## config.mk

```make
export PLATFORM = sky130hd
export DESIGN_NAME = keypad_scanner
export DESIGN_NICKNAME = d
export VERILOG_FILES = /design/src/rtl/keypad_pkg.sv /design/src/rtl/keypad_sync.sv /design/src/rtl/keypad_scanner.sv
export SDC_FILE = /design/constraint.sdc
export NUM_CORES = 1
export LEC_CHECK = 0
export CORE_UTILIZATION = 62
export DETAILED_ROUTE_END_ITERATION = 10
export PLACE_DENSITY = 0.88
export SLEW_MARGIN = 5
export SYNTH_ARGS = -nofsm -noshare
export SYNTH_HDL_FRONTEND = slang
export SYNTH_HIERARCHICAL = 1
export SYNTH_SLANG_ARGS = --single-unit
```

## constraint.sdc

```tcl
create_clock -name clk -period 5.2 [get_ports clk]
set_input_delay 0.52 -clock clk [delete_from_list [all_inputs] [get_ports clk]]
set_output_delay 0.52 -clock clk [all_outputs]
set_load 0.02 [all_outputs]
```

## src/rtl/keypad_pkg.sv

```systemverilog
// Shared types and constants for the 4x4 keypad scanner and the blocks that consume its key codes.
package keypad_pkg;

  localparam int NUM_ROWS = 4;
  localparam int NUM_COLS = 4;

  typedef enum logic [1:0] {
    ST_IDLE,
    ST_DEBOUNCE,
    ST_PRESSED,
    ST_RELEASE
  } state_e;

  typedef enum logic [1:0] {
    SCAN_NONE,
    SCAN_ONE,
    SCAN_MULTI
  } scan_e;

  // Key index (row*4 + col) to printed legend: 1 2 3 A / 4 5 6 B / 7 8 9 C / * 0 # D, with * = E and # = F.
  localparam logic [63:0] KEY_LEGEND = 64'hDF0E_C987_B654_A321;

  function automatic logic [3:0] key_legend(input logic [3:0] idx);
    return KEY_LEGEND[idx*4 +: 4];
  endfunction

endpackage

```

## src/rtl/keypad_sync.sv

```systemverilog
// Two-flop synchronizer for the active-low row lines; resets to the idle (all released) level.
module keypad_sync (
  input  logic       clk,
  input  logic       rst_n,
  input  logic [3:0] d_in,
  output logic [3:0] q_out
);

  logic [3:0] meta_q;
  logic [3:0] sync_q;

  always_ff @(posedge clk or negedge rst_n) begin
    if (!rst_n) begin
      meta_q <= 4'hF;
      sync_q <= 4'hF;
    end else begin
      meta_q <= d_in;
      sync_q <= meta_q;
    end
  end

  assign q_out = sync_q;

endmodule

```

## src/rtl/keypad_scanner.sv

```systemverilog
// 4x4 matrix scanner: column strobing, per-scan press accumulation and press/release debounce FSM.
//   state       | meaning
//   ST_IDLE     | no key accepted, waiting for a single-key scan
//   ST_DEBOUNCE | candidate key seen, counting agreeing scans
//   ST_PRESSED  | key accepted, waiting for an empty scan
//   ST_RELEASE  | empty scans seen, counting toward release
module keypad_scanner
  import keypad_pkg::*;
#(
  parameter int SCAN_TICKS     = 16,
  parameter int DEBOUNCE_SCANS = 4
) (
  input  logic                clk,
  input  logic                rst_n,
  input  logic [NUM_ROWS-1:0] row_in,
  output logic [NUM_COLS-1:0] col_out,
  output logic [3:0]          key_code,
  output logic                key_valid,
  output logic                key_held
);

  localparam int              TW        = $clog2(SCAN_TICKS);
  localparam int              MW        = $clog2(DEBOUNCE_SCANS + 1);
  localparam logic [TW-1:0]   TICK_LAST = TW'(SCAN_TICKS - 1);
  localparam logic [MW-1:0]   DEB_N     = MW'(DEBOUNCE_SCANS);
  localparam bit              DEB_ONE   = (DEBOUNCE_SCANS == 1);

  logic [NUM_ROWS-1:0] row_sync;
  logic [TW-1:0]       tick_q, tick_d;
  logic [1:0]          col_q, col_d;
  logic                tick_last;
  logic [1:0]          cnt_q, cnt_d;
  logic [3:0]          idx_q, idx_d;
  scan_e               scan_q, scan_d;
  logic [3:0]          scan_idx_q, scan_idx_d;
  logic                scan_vld_q, scan_vld_d;
  state_e              state_q, state_d;
  logic [3:0]          cand_q, cand_d;
  logic [MW-1:0]       match_q, match_d;
  logic [MW-1:0]       match_inc;
  logic                match_done;
  logic                is_one;
  logic                accept;
  logic [3:0]          key_code_q, key_code_d;
  logic                key_valid_q, key_valid_d;
  logic                key_held_q, key_held_d;

  keypad_sync u_sync (
    .clk   (clk),
    .rst_n (rst_n),
    .d_in  (row_in),
    .q_out (row_sync)
  );

  always_ff @(posedge clk or negedge rst_n) begin
    if (!rst_n) begin
      tick_q      <= '0;
      col_q       <= '0;
      cnt_q       <= '0;
      idx_q       <= '0;
      scan_q      <= SCAN_NONE;
      scan_idx_q  <= '0;
      scan_vld_q  <= 1'b0;
      state_q     <= ST_IDLE;
      cand_q      <= '0;
      match_q     <= '0;
      key_code_q  <= '0;
      key_valid_q <= 1'b0;
      key_held_q  <= 1'b0;
    end else begin
      tick_q      <= tick_d;
      col_q       <= col_d;
      cnt_q       <= cnt_d;
      idx_q       <= idx_d;
      scan_q      <= scan_d;
      scan_idx_q  <= scan_idx_d;
      scan_vld_q  <= scan_vld_d;
      state_q     <= state_d;
      cand_q      <= cand_d;
      match_q     <= match_d;
      key_code_q  <= key_code_d;
      key_valid_q <= key_valid_d;
      key_held_q  <= key_held_d;
    end
  end

  always_comb begin
    tick_last = (tick_q == TICK_LAST);
    tick_d    = tick_last ? '0 : tick_q + 1'b1;
    col_d     = tick_last ? col_q + 2'd1 : col_q;
  end

  // Rows are sampled once per column; column 0 restarts the accumulator, column 3 closes the scan.
  always_comb begin
    cnt_d      = cnt_q;
    idx_d      = idx_q;
    scan_d     = scan_q;
    scan_idx_d = scan_idx_q;
    scan_vld_d = 1'b0;
    if (tick_last) begin
      if (col_q == 2'd0) begin
        cnt_d = '0;
        idx_d = '0;
      end
      for (int r = 0; r < NUM_ROWS; r++) begin
        if (!row_sync[r]) begin
          if (cnt_d != 2'd2) cnt_d = cnt_d + 2'd1;
          idx_d = {2'(r), col_q};
        end
      end
      if (col_q == 2'd3) begin
        scan_vld_d = 1'b1;
        scan_idx_d = idx_d;
        case (cnt_d)
          2'd0:    scan_d = SCAN_NONE;
          2'd1:    scan_d = SCAN_ONE;
          default: scan_d = SCAN_MULTI;
        endcase
      end
    end
  end

  assign match_inc  = match_q + MW'(1);
  assign match_done = (match_inc == DEB_N);
  // Ghosted (multi-key) scans count as empty.
  assign is_one     = (scan_q == SCAN_ONE);

  always_comb begin
    state_d = state_q;
    cand_d  = cand_q;
    match_d = match_q;
    if (scan_vld_q) begin
      case (state_q)
        ST_IDLE: begin
          if (is_one) begin
            cand_d  = scan_idx_q;
            match_d = MW'(1);
            state_d = DEB_ONE ? ST_PRESSED : ST_DEBOUNCE;
          end
        end
        ST_DEBOUNCE: begin
          if (!is_one) begin
            match_d = '0;
            state_d = ST_IDLE;
          end else if (scan_idx_q == cand_q) begin
            match_d = match_inc;
            if (match_done) state_d = ST_PRESSED;
          end else begin
            cand_d  = scan_idx_q;
            match_d = MW'(1);
          end
        end
        ST_PRESSED: begin
          if (!is_one) begin
            match_d = MW'(1);
            state_d = DEB_ONE ? ST_IDLE : ST_RELEASE;
          end
        end
        ST_RELEASE: begin
          if (is_one) begin
            state_d = ST_PRESSED;
          end else if (match_done) begin
            match_d = '0;
            state_d = ST_IDLE;
          end else begin
            match_d = match_inc;
          end
        end
        default: state_d = ST_IDLE;
      endcase
    end
  end

  always_comb begin
    accept      = (state_d == ST_PRESSED) &&
                  ((state_q == ST_IDLE) || (state_q == ST_DEBOUNCE));
    key_valid_d = accept;
    key_code_d  = accept ? cand_d : key_code_q;
    key_held_d  = (state_d == ST_PRESSED) || (state_d == ST_RELEASE);
    col_out     = ~(4'b0001 << col_q);
  end

  assign key_code  = key_code_q;
  assign key_valid = key_valid_q;
  assign key_held  = key_held_q;

endmodule

```

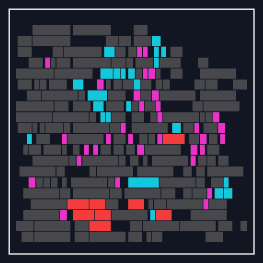
Run 1: logic cells by family
(4 px per um)
mux cells -> red  # cells 8
nand cells -> magenta  # cells 33, most used nand2_1
nor cells -> cyan  # cells 23, most used nor2_1

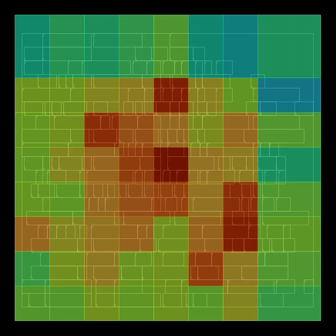
Run 1: congestion heat map
gr busiest metal: met2
gr usage total: 25.8%
met2 Resource Use GR: 44.6%
Final Util: 74.5%

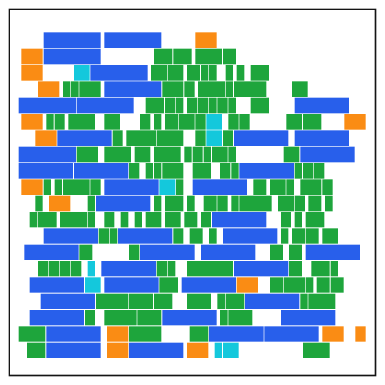
Run 1: placement by cell class
(6 px per um)
clock drivers and dummy loads -> cyan  # cells 8
combinational and other logic -> green  # cells 152
sequential cells -> blue  # cells 42
remaining buffers and delay cells -> orange  # cells 15

==> impl_metrics.env, run 1 <==
# physical design summary
export IMPL_status="complete, no violations"
export IMPL_crit_path_frequent_cell="ha_1"
export IMPL_synth_area_um2=2140
export IMPL_ys_sh_aoi_pct=15.3
export IMPL_seq_area_share_pct=45.2
export IMPL_grt_util_met1_pct=29.9
export IMPL_syn_area_per_cell_um2=10.6
export IMPL_rr_startpoint="col_q[0]$_DFFE_PN0P_"
export IMPL_slowest_delay_ns=0.45
export IMPL_hold_class="in -> async"
export IMPL_met1_length_um=1640
export IMPL_numCtsBuffers=5
export IMPL_ant_nets=0
export IMPL_worst_path_max_delay_cell="dfrtp_1"
export IMPL_wl_um=3860
export IMPL_synthDominantCellAreaShare_pct=39.7
export IMPL_rsz0062_at_grt="false"
export IMPL_seq_cells=42
export IMPL_powerSeq_mw=0.356
export IMPL_avgRoutedWirePerCell_um=14.8
export IMPL_nClkBuffers=7
export IMPL_warning_count=30
export IMPL_cp_start_kind="flop"
export IMPL_pwr_share_comb_pct=23.1
export IMPL_fmax_mhz=277
export IMPL_tns_ns=0
export IMPL_r2r_cells=17
export IMPL_firstDrtPassIters=4
export IMPL_fp_nets=220
export IMPL_arrival_ns=3.86
export IMPL_tightestPinTransition_ns=0.881
export IMPL_relSlewSlack_pct=41.3
export IMPL_switchingPower_mw=0.205
export IMPL_hold_violations=0
export IMPL_rows=20
export IMPL_combinationalPower_mw=0.154
export IMPL_dpl_cell_area_um2=2300
export IMPL_critical_path_class="reg -> reg"
export IMPL_cp_startpoint="col_q[0]$_DFFE_PN0P_"
export IMPL_dr_wl_met3_um=140
export IMPL_place_ws_ns=1.68
export IMPL_fillers=218
export IMPL_die_area_um2=3700
export IMPL_via_per_inst=6.02
export IMPL_drc=0
export IMPL_buffers=15
export IMPL_ys_sh_simple_pct=16.1
export IMPL_finClkSkew_ns=0.0100
export IMPL_grt_first_pass_wirelength_um=6870
export IMPL_r2r_setup_slack_ns=1.59
export IMPL_top_layer_used="met4"
export IMPL_synth_flops=42
export IMPL_end_kind="flop"
export IMPL_die_x_um=60.8
export IMPL_nonClkBufAreaFrac_pct=6.18
export IMPL_ys_sh_mux_pct=4.90
export IMPL_num_antenna_cells=0
export IMPL_most_common_cell="dfrtp_1"
export IMPL_yosysTopAreaCell="dfrtp_1"
export IMPL_path_clk_slew_ns=0.12
export IMPL_core_area_um2=3150
export IMPL_cp_cell_sequence="inv_1 -> ha_1 -> inv_2 -> nand2_1 -> ha_1 -> nor2b_1 -> a31oi_1 -> a21o_1 -> nor2_1 -> a21o_1 -> ha_1 -> nor2_1 -> a21o_1 -> ha_1 -> nor2_1 -> a221oi_1 -> o41ai_1"
export IMPL_logic_gates=141
export IMPL_p_int_mw=0.462
export IMPL_wl_met2_um=2030
export IMPL_critPathMaxFanout=7
export IMPL_routed_via_count=1570
export IMPL_met3_usage_pct=7.46
export IMPL_maxSlewViolCount=0
export IMPL_yosys_cells=203
export IMPL_ys_chip_area_um2=2140
export IMPL_synth_edff_count=0
export IMPL_grt_overflow=0
export IMPL_seqPwrFrac_pct=53.5
export IMPL_fin_hold_ws_ns=0.262
export IMPL_ys_warn_count=6
export IMPL_clk_latency_ns=0.36
export IMPL_seqCellArea_um2=1060
export IMPL_io_buffers=15
export IMPL_maxCapViolations=0
export IMPL_p_clk_mw=0.157
export IMPL_first_iter_violations=59
export IMPL_fin_ws_ns=1.59
export IMPL_area_growth_pct=9.63
export IMPL_clockBufferDepth=2
export IMPL_crit_path_end="scan_q[0]$_DFFE_PN0P_"
export IMPL_ys_top_logic_family="simple AND/OR/NAND/NOR gates"
export IMPL_dp_cells=253
-- run 1: cell usage in the layout (no fill, tap or decap), types with 2 or more instances in the layout --
cell type / n
clkbuf_1: 2
nor2b_1: 4
mux2_1: 4
mux2_4: 4
o21ai_1: 6
clkbuf_4: 5
o21ai_0: 7
o21a_1: 2
inv_2: 2
clkdlybuf4s50_1: 14
a21oi_1: 7
ha_1: 11
a21o_1: 3
a31oi_1: 3
and2_1: 2
inv_1: 9
nor3b_1: 3
nor3_1: 3
o21bai_1: 2
nand3_1: 11
nand2_1: 22
xor2_1: 8
dfrtp_1: 34
a32o_1: 4
nor2_1: 10
dfstp_2: 8
and3_1: 5
Run 1, a small window of the routed layout:
Region (18, 6) to (43, 31) um. Cells in gray, sequential cells in the stronger gray; small squares are vias.
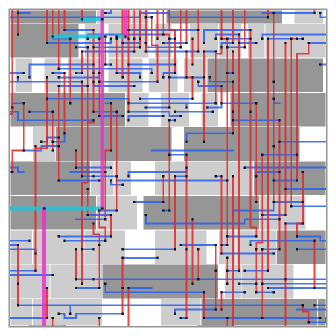

==> run 2: changes to the inputs <==
--- a/config.mk
+++ b/config.mk
@@ -5,9 +5,9 @@
 export SDC_FILE = /design/constraint.sdc
 export NUM_CORES = 1
 export LEC_CHECK = 0
-export CORE_UTILIZATION = 62
+export CORE_UTILIZATION = 52
 export DETAILED_ROUTE_END_ITERATION = 10
-export PLACE_DENSITY = 0.88
+export PLACE_DENSITY = 0.79
 export SLEW_MARGIN = 5
 export SYNTH_ARGS = -nofsm -noshare
 export SYNTH_HDL_FRONTEND = slang
==> constraint.sdc (replaced) <==
create_clock -name clk -period 3.1 [get_ports clk]
set_input_delay 0.31 -clock clk [delete_from_list [all_inputs] [get_ports clk]]
set_output_delay 0.31 -clock clk [all_outputs]
set_load 0.02 [all_outputs]
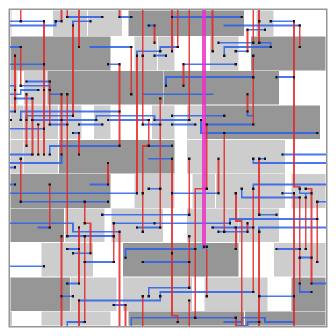
Run 2: a small window of the routed layout
Region (21, 7) to (46, 32) um. Cells in gray, sequential cells in the stronger gray; small squares are vias.
metal 1 -> blue
metal 2 -> red
metal 3 -> cyan
metal 4 -> magenta
netlist names of flops here include = scan_idx_q (4), cand_q (3), idx_q (2)
most frequent = dfrtp_1 (10)
sequential cells in the window = 10
cells with their middle in the window = 38

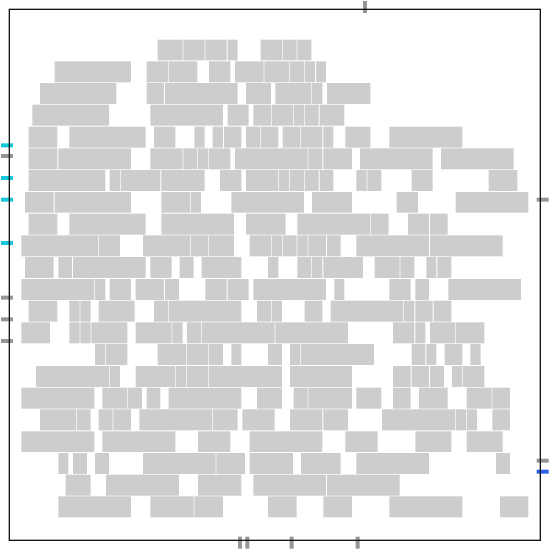
Run 2: pin placement
(8 px per um) Pins as bars across the die edge, other pins in gray.
key_valid -> blue  # pins 1, direction output, edge right
row_in -> cyan  # pins 4, direction input, edge left
all pins by edge = 8 left, 4 bottom, 3 right, 1 top

==> run 2 against run 1 <==
Against the previous run: sequential power grew 68%; sequential share of layout area shrank 4.0 points; utilization shrank 6.7 points; register-to-register slack lost 1.5 ns; clock skew shrank 0.0035 ns; clock-buffer cell count is the same; flip-flop count is the same; global-route usage shrank 6.5 points; via count shrank 2.7%; combinational power grew 150%; non-clock buffer count grew 12; area after synthesis is the same; critical path type unchanged; largest power group unchanged; highest routed layer unchanged.
==> impl_metrics.env, run 2 <==
# physical design summary
export IMPL_status="complete, no violations"
export IMPL_fin_hold_ws_ns=0.142
export IMPL_die_x_um=66.2
export IMPL_syn_inst=203
export IMPL_die_area_um2=4380
export IMPL_rr_endpoint="scan_q[1]$_DFFE_PN0P_"
export IMPL_numCtsBuffers=5
export IMPL_finalCriticalPeriod_ns=3.01
export IMPL_crit_buf_inv=2
export IMPL_hold_buffers=0
export IMPL_rows=22
export IMPL_peakVddDrop_uv=415
export IMPL_hold_class="in -> async"
export IMPL_fmax_mhz=332
export IMPL_root_buffer="clkbuf_8"
export IMPL_grt_use_met2_pct=31.9
export IMPL_swShare_pct=29.0
export IMPL_ys_chip_area_um2=2140
export IMPL_drive_above_1_share_pct=22.3
export IMPL_wl_met2_um=1890
export IMPL_pwr_share_comb_pct=28.8
export IMPL_ys_sh_simple_pct=16.1
export IMPL_synthTopCellsByCount="dfrtp_1, nand2_1, ha_1, nand3_1, nor2_1"
export IMPL_globalplace_congestion=0.819
export IMPL_clk_latency_ns=0.29
export IMPL_p_clk_mw=0.355
export IMPL_grt_first_pass_wirelength_um=6330
export IMPL_required_ns=3.32
export IMPL_most_common_cell="dfrtp_1"
export IMPL_cp_depth=17
export IMPL_postSynthSeqShare_pct=49.5
export IMPL_ant_nets=0
export IMPL_end_kind="flop"
export IMPL_yosysTopAreaCell="dfrtp_1"
export IMPL_r2r_setup_slack_ns=0.09
export IMPL_clockBufferDepth=2
export IMPL_powerSeq_mw=0.598
export IMPL_fp_util_pct=56.4
export IMPL_wl_um=3840
export IMPL_cts_tree="built"
export IMPL_synth_area_um2=2140
export IMPL_drc=0
export IMPL_post_dp_hpwl_um=2680
export IMPL_switchingPower_mw=0.388
export IMPL_tightestPinTransition_ns=0.901
export IMPL_yosys_cells=203
export IMPL_adder_share_pct=6.42
export IMPL_layout_top_cell="dfrtp_1"
export IMPL_ys_sh_mux_pct=4.90
export IMPL_relSlewSlack_pct=40.0
export IMPL_finClkSkew_ns=0.00652
export IMPL_critPathTopFamily="AND-OR/OR-AND gates"
export IMPL_most_common_layout_cells="dfrtp_1, nand2_1, clkdlybuf4s50_1"
export IMPL_clkPwrFrac_pct=26.5
export IMPL_crit_path_frequent_cell="ha_4"
export IMPL_cts_resized=0
export IMPL_top_layer_used="met4"
export IMPL_syn_area_per_cell_um2=10.6
export IMPL_async_flop_share_pct=100
export IMPL_grt_max_degree=43
export IMPL_cp_start_kind="flop"
export IMPL_cp_cell_sequence="inv_2 -> ha_4 -> inv_6 -> nand2_4 -> ha_4 -> nor2b_1 -> a31oi_1 -> a21o_1 -> nor2_1 -> a21o_1 -> ha_4 -> nor2_2 -> a21o_1 -> ha_4 -> nor2_4 -> a221o_1 -> o21ai_1"
export IMPL_cts_sinks=42
export IMPL_ys_sh_aoi_pct=15.3
export IMPL_firstDrtPassIters=4
export IMPL_first_global_vias=1429
export IMPL_postCtsSetupBuffers=0
export IMPL_via_per_inst=5.51
export IMPL_slowest_delay_ns=0.36
export IMPL_core_area_um2=3800
export IMPL_arrival_ns=3.23
export IMPL_path_clk_slew_ns=0.08
export IMPL_synth_flops=42
export IMPL_critPathMaxFanout=7
export IMPL_hold_violations=0
export IMPL_cp_startpoint="col_q[0]$_DFFE_PN0P_"
export IMPL_ff_type="dfrtp_1"
export IMPL_routed_via_count=1527
export IMPL_fp_dieH_um=66.2
export IMPL_met3_usage_pct=3.62
export IMPL_avgRoutedWirePerCell_um=13.9
export IMPL_post_route_period_util_pct=97.1
export IMPL_synth_edff_count=0
export IMPL_met1_length_um=1790
export IMPL_htreeDepth=2
export IMPL_grt_util_all_layers_pct=19.3
export IMPL_top_power_group="registers"
export IMPL_warning_count=31
export IMPL_grt_antenna_before_repair=0
export IMPL_grt_overflow=0
export IMPL_dr_wl_met3_um=118
export IMPL_crit_path_end="scan_q[1]$_DFFE_PN0P_"
export IMPL_rr_startpoint="col_q[0]$_DFFE_PN0P_"
export IMPL_r2r_cells=17
export IMPL_io_pins=16
export IMPL_synthDominantCellAreaShare_pct=39.7
export IMPL_maxSlewViolCount=0
export IMPL_busiest_layer="met2"
export IMPL_fp_nets=220
export IMPL_seqPwrFrac_pct=44.7
export IMPL_ys_top_logic_family="simple AND/OR/NAND/NOR gates"
export IMPL_synthDistinctLibCells=47
export IMPL_first_iter_violations=91
export IMPL_cellPowerDensity_nw_per_um2=519
export IMPL_rsz0062_at_grt="true"
export IMPL_setup_viol=0
export IMPL_area_leaders="dfrtp_1, dfstp_2, ha_1"
export IMPL_maxCapViolations=0
export IMPL_grt_util_met1_pct=24.9
export IMPL_critical_path_class="reg -> reg"
export IMPL_p_total_mw=1.34
export IMPL_io_buffers=15
export IMPL_combinationalPower_mw=0.385
export IMPL_ys_warn_count=6
export IMPL_worst_path_max_delay_cell="dfrtp_1"
export IMPL_p_leak_nw=1.24
export IMPL_num_antenna_cells=0
export IMPL_area_growth_pct=20.3
export IMPL_p_int_mw=0.950
export IMPL_xor_area_share_pct=3.68
export IMPL_layout_nets=245
run 2: cell counts after synthesis:
Identical to the previous run, type by type.
run 2: final cells by class:
| type | count | area (um2) |
|---|---|---|
| fill | 297 | 1220 |
| multi-input combinational | 141 | 1080 |
| sequential | 42 | 1060 |
| timing repair buffer | 27 | 235 |
| clock buffer | 7 | 86.3 |
| tap | 48 | 60.1 |
| inverter | 11 | 46.3 |
| clock inverter | 1 | 5.00 |
run 2: stage by stage:
stage,TNS [ns],setup WS [ns],instances,instance area (um2),utilization [%]
floorplan,0,0.000341,203,2160,-
global placement,0,0.0701,262,2360,62.1
detailed placement,-0.0506,-0.0506,262,2360,62.1
CTS,0,0.0295,270,2450,64.5
global route,-0.0482,-0.0291,277,2580,67.9
finish,0,0.0890,277,2580,67.9
Run 2, placement by cell class:
(6 px per um)
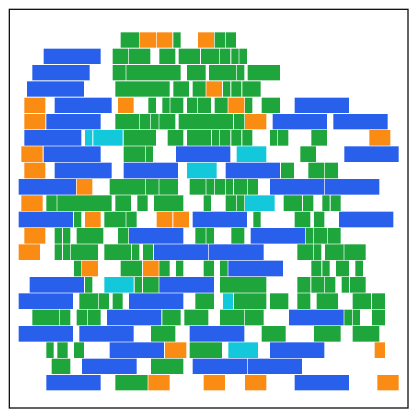

==> run 3: changes to the inputs <==
--- a/config.mk
+++ b/config.mk
@@ -5,6 +5,7 @@
 export SDC_FILE = /design/constraint.sdc
 export NUM_CORES = 1
 export LEC_CHECK = 0
+export CORE_MARGIN = 2
 export CORE_UTILIZATION = 52
 export DETAILED_ROUTE_END_ITERATION = 10
 export PLACE_DENSITY = 0.79
==> constraint.sdc (replaced) <==
create_clock -name clk -period 3.1 [get_ports clk]
set_input_delay 0.31 -clock clk [delete_from_list [all_inputs] [get_ports clk]]
set_output_delay 0.31 -clock clk [all_outputs]
set_load 0.05 [all_outputs]
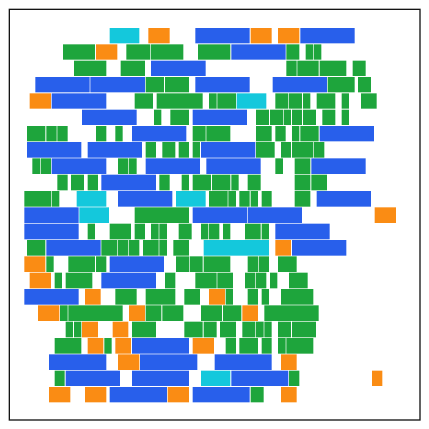
Run 3: placement by cell class
(6 px per um)
remaining buffers and delay cells -> orange  # cells 26
sequential cells -> blue  # cells 42
combinational and other logic -> green  # cells 152
clock drivers and dummy loads -> cyan  # cells 7

==> run 3 against run 2 <==
Against the previous run: final cell count is the same; largest cell class is now flip-flops and latches; non-clock buffer count shrank 1; synthesized cell count unchanged; clock skew is 0.0010 ns lower; sequential power barely moved; global-route usage increased by 0.086 points; setup slack improved by 0.054 ns; combinational power fell by 11%; flip-flop count is the same.
==> impl_metrics.env, run 3 <==
# physical design summary
export IMPL_postSynthSeqShare_pct=49.5
export IMPL_p_leak_nw=1.24
export IMPL_xor_area_share_pct=3.68
export IMPL_fp_util_pct=54.0
export IMPL_clk_latency_ns=0.30
export IMPL_numCtsBuffers=5
export IMPL_io_buffers=15
export IMPL_htreeDepth=2
export IMPL_nWellTaps=50
export IMPL_relSlewSlack_pct=38.4
export IMPL_arrival_ns=3.18
export IMPL_fp_nets=220
export IMPL_tightestPinTransition_ns=0.924
export IMPL_warning_count=30
export IMPL_synthDistinctLibCells=47
export IMPL_fin_hold_ws_ns=0.145
export IMPL_grt_antenna_before_repair=0
export IMPL_ys_chip_area_um2=2140
export IMPL_drive_above_1_share_pct=21.1
export IMPL_ys_sh_simple_pct=16.1
export IMPL_post_route_util_pct=64.7
export IMPL_worst_path_max_delay_cell="dfrtp_1"
export IMPL_ys_sh_aoi_pct=15.3
export IMPL_syn_area_per_cell_um2=10.6
export IMPL_syn_inst=203
export IMPL_seqPwrFrac_pct=43.3
export IMPL_layout_top_cell="dfrtp_1"
export IMPL_cp_startpoint="col_q[1]$_DFFE_PN0P_"
export IMPL_avgRoutedWirePerCell_um=14.1
export IMPL_combGateArea_um2=1060
export IMPL_powerSeq_mw=0.599
export IMPL_most_common_cell="dfrtp_1"
export IMPL_grt_first_pass_wirelength_um=6550
export IMPL_dpl_cell_area_um2=2370
export IMPL_die_x_um=68.2
export IMPL_area_growth_pct=19.8
export IMPL_nClkBuffers=6
export IMPL_cellPowerDensity_nw_per_um2=539
export IMPL_switchingPower_mw=0.386
export IMPL_r2r_setup_slack_ns=0.14
export IMPL_finClkSkew_ns=0.00550
export IMPL_r2r_cells=17
export IMPL_required_ns=3.32
export IMPL_yosys_cells=203
export IMPL_firstDrtPassIters=4
export IMPL_drc=0
export IMPL_fillers=315
export IMPL_hold_buffers=0
export IMPL_maxCapViolations=0
export IMPL_p_total_mw=1.38
export IMPL_clkCellAreaFrac_pct=4.38
export IMPL_area_leaders="dfrtp_1, dfstp_2, ha_1"
export IMPL_rows=23
export IMPL_synth_flops=42
export IMPL_root_buffer="clkbuf_8"
export IMPL_grt_use_met2_pct=31.7
export IMPL_hold_class="in -> async"
export IMPL_fmax_mhz=338
export IMPL_top_layer_used="met4"
export IMPL_synthTopCellsByCount="dfrtp_1, nand2_1, ha_1, nand3_1, nor2_1"
export IMPL_routed_via_count=1571
export IMPL_slowest_delay_ns=0.37
export IMPL_synth_edff_count=0
export IMPL_post_route_period_util_pct=95.4
export IMPL_tns_ns=0
export IMPL_first_global_vias=1432
export IMPL_maxSlewViolCount=0
export IMPL_synth_area_um2=2140
export IMPL_hold_violations=0
export IMPL_critPathTopFamily="AND-OR/OR-AND gates"
export IMPL_die_area_um2=4650
export IMPL_p_int_mw=0.999
export IMPL_synthDominantCellAreaShare_pct=39.7
export IMPL_finalNonFillerCells=277
export IMPL_comb_share_pct=41.1
export IMPL_grt_util_met1_pct=24.6
export IMPL_yosysTopAreaCell="dfrtp_1"
export IMPL_clockBufferDepth=2
export IMPL_cts_sinks=42
export IMPL_seq_area_share_pct=41.3
export IMPL_via_per_inst=5.67
export IMPL_grt_util_all_layers_pct=19.4
export IMPL_swShare_pct=27.9
export IMPL_ant_nets=0
export IMPL_dp_cells=263
export IMPL_peakVddDrop_uv=355
export IMPL_busiest_layer="met2"
export IMPL_cp_depth=17
export IMPL_cp_start_kind="flop"
export IMPL_wl_met2_um=1950
export IMPL_nonClkBufAreaFrac_pct=8.87
export IMPL_status="complete, no violations"
export IMPL_grt_overflow=0
export IMPL_num_antenna_cells=0
export IMPL_rr_startpoint="col_q[1]$_DFFE_PN0P_"
export IMPL_ff_type="dfrtp_1"
export IMPL_combinationalPower_mw=0.342
export IMPL_globalplace_congestion=0.834
export IMPL_met1_length_um=1760
export IMPL_most_common_layout_cells="dfrtp_1, nand2_1, clkdlybuf4s50_1"
export IMPL_seqCellArea_um2=1060
export IMPL_crit_buf_inv=2
export IMPL_buffers=26
export IMPL_pwr_share_comb_pct=24.7
export IMPL_dominant_cells="flip-flops and latches"
export IMPL_rr_endpoint="cnt_q[1]$_DFFE_PN0P_"
export IMPL_grt_max_degree=43
export IMPL_end_kind="flop"
export IMPL_finalCriticalPeriod_ns=2.96
export IMPL_seq_cells=42
export IMPL_io_pins=16
export IMPL_place_ws_ns=-0.0416
export IMPL_post_dp_hpwl_um=2640
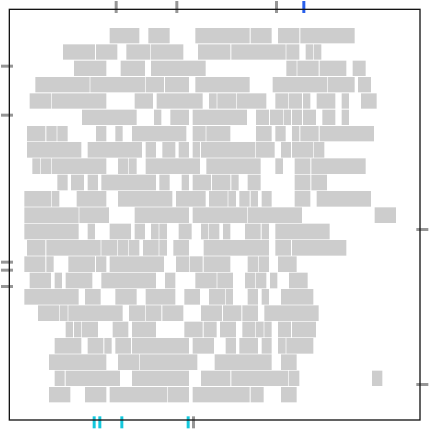
Run 3: pin placement
(6 px per um) Pins as bars across the die edge, other pins in gray.
row_in -> cyan  # pins 4, direction input, edge bottom
key_valid -> blue  # pins 1, direction output, edge top

[run 3: worst max-delay path by stage]
stage	end	slack, ns
3_3_place_gp	scan_q[0]$_DFFE_PN0P_	0.07
4_1_cts	cnt_q[1]$_DFFE_PN0P_	0.09
3_5_place_dp	scan_q[0]$_DFFE_PN0P_	-0.04
6_report	cnt_q[1]$_DFFE_PN0P_	0.14
2_1_floorplan	scan_q[0]$_DFFE_PN0P_	0.02
5_1_grt	cnt_q[1]$_DFFE_PN0P_	-0.04
[run 3: repair_timing]
item	4_1_cts	5_1_grt
cloned	0	0
buffers inserted	1	6
gates resized	1	6
pin swaps	2	4
endpoints found under the setup margin	1	3
Power figures rest on the tool's default switching activity, not on a simulated workload.
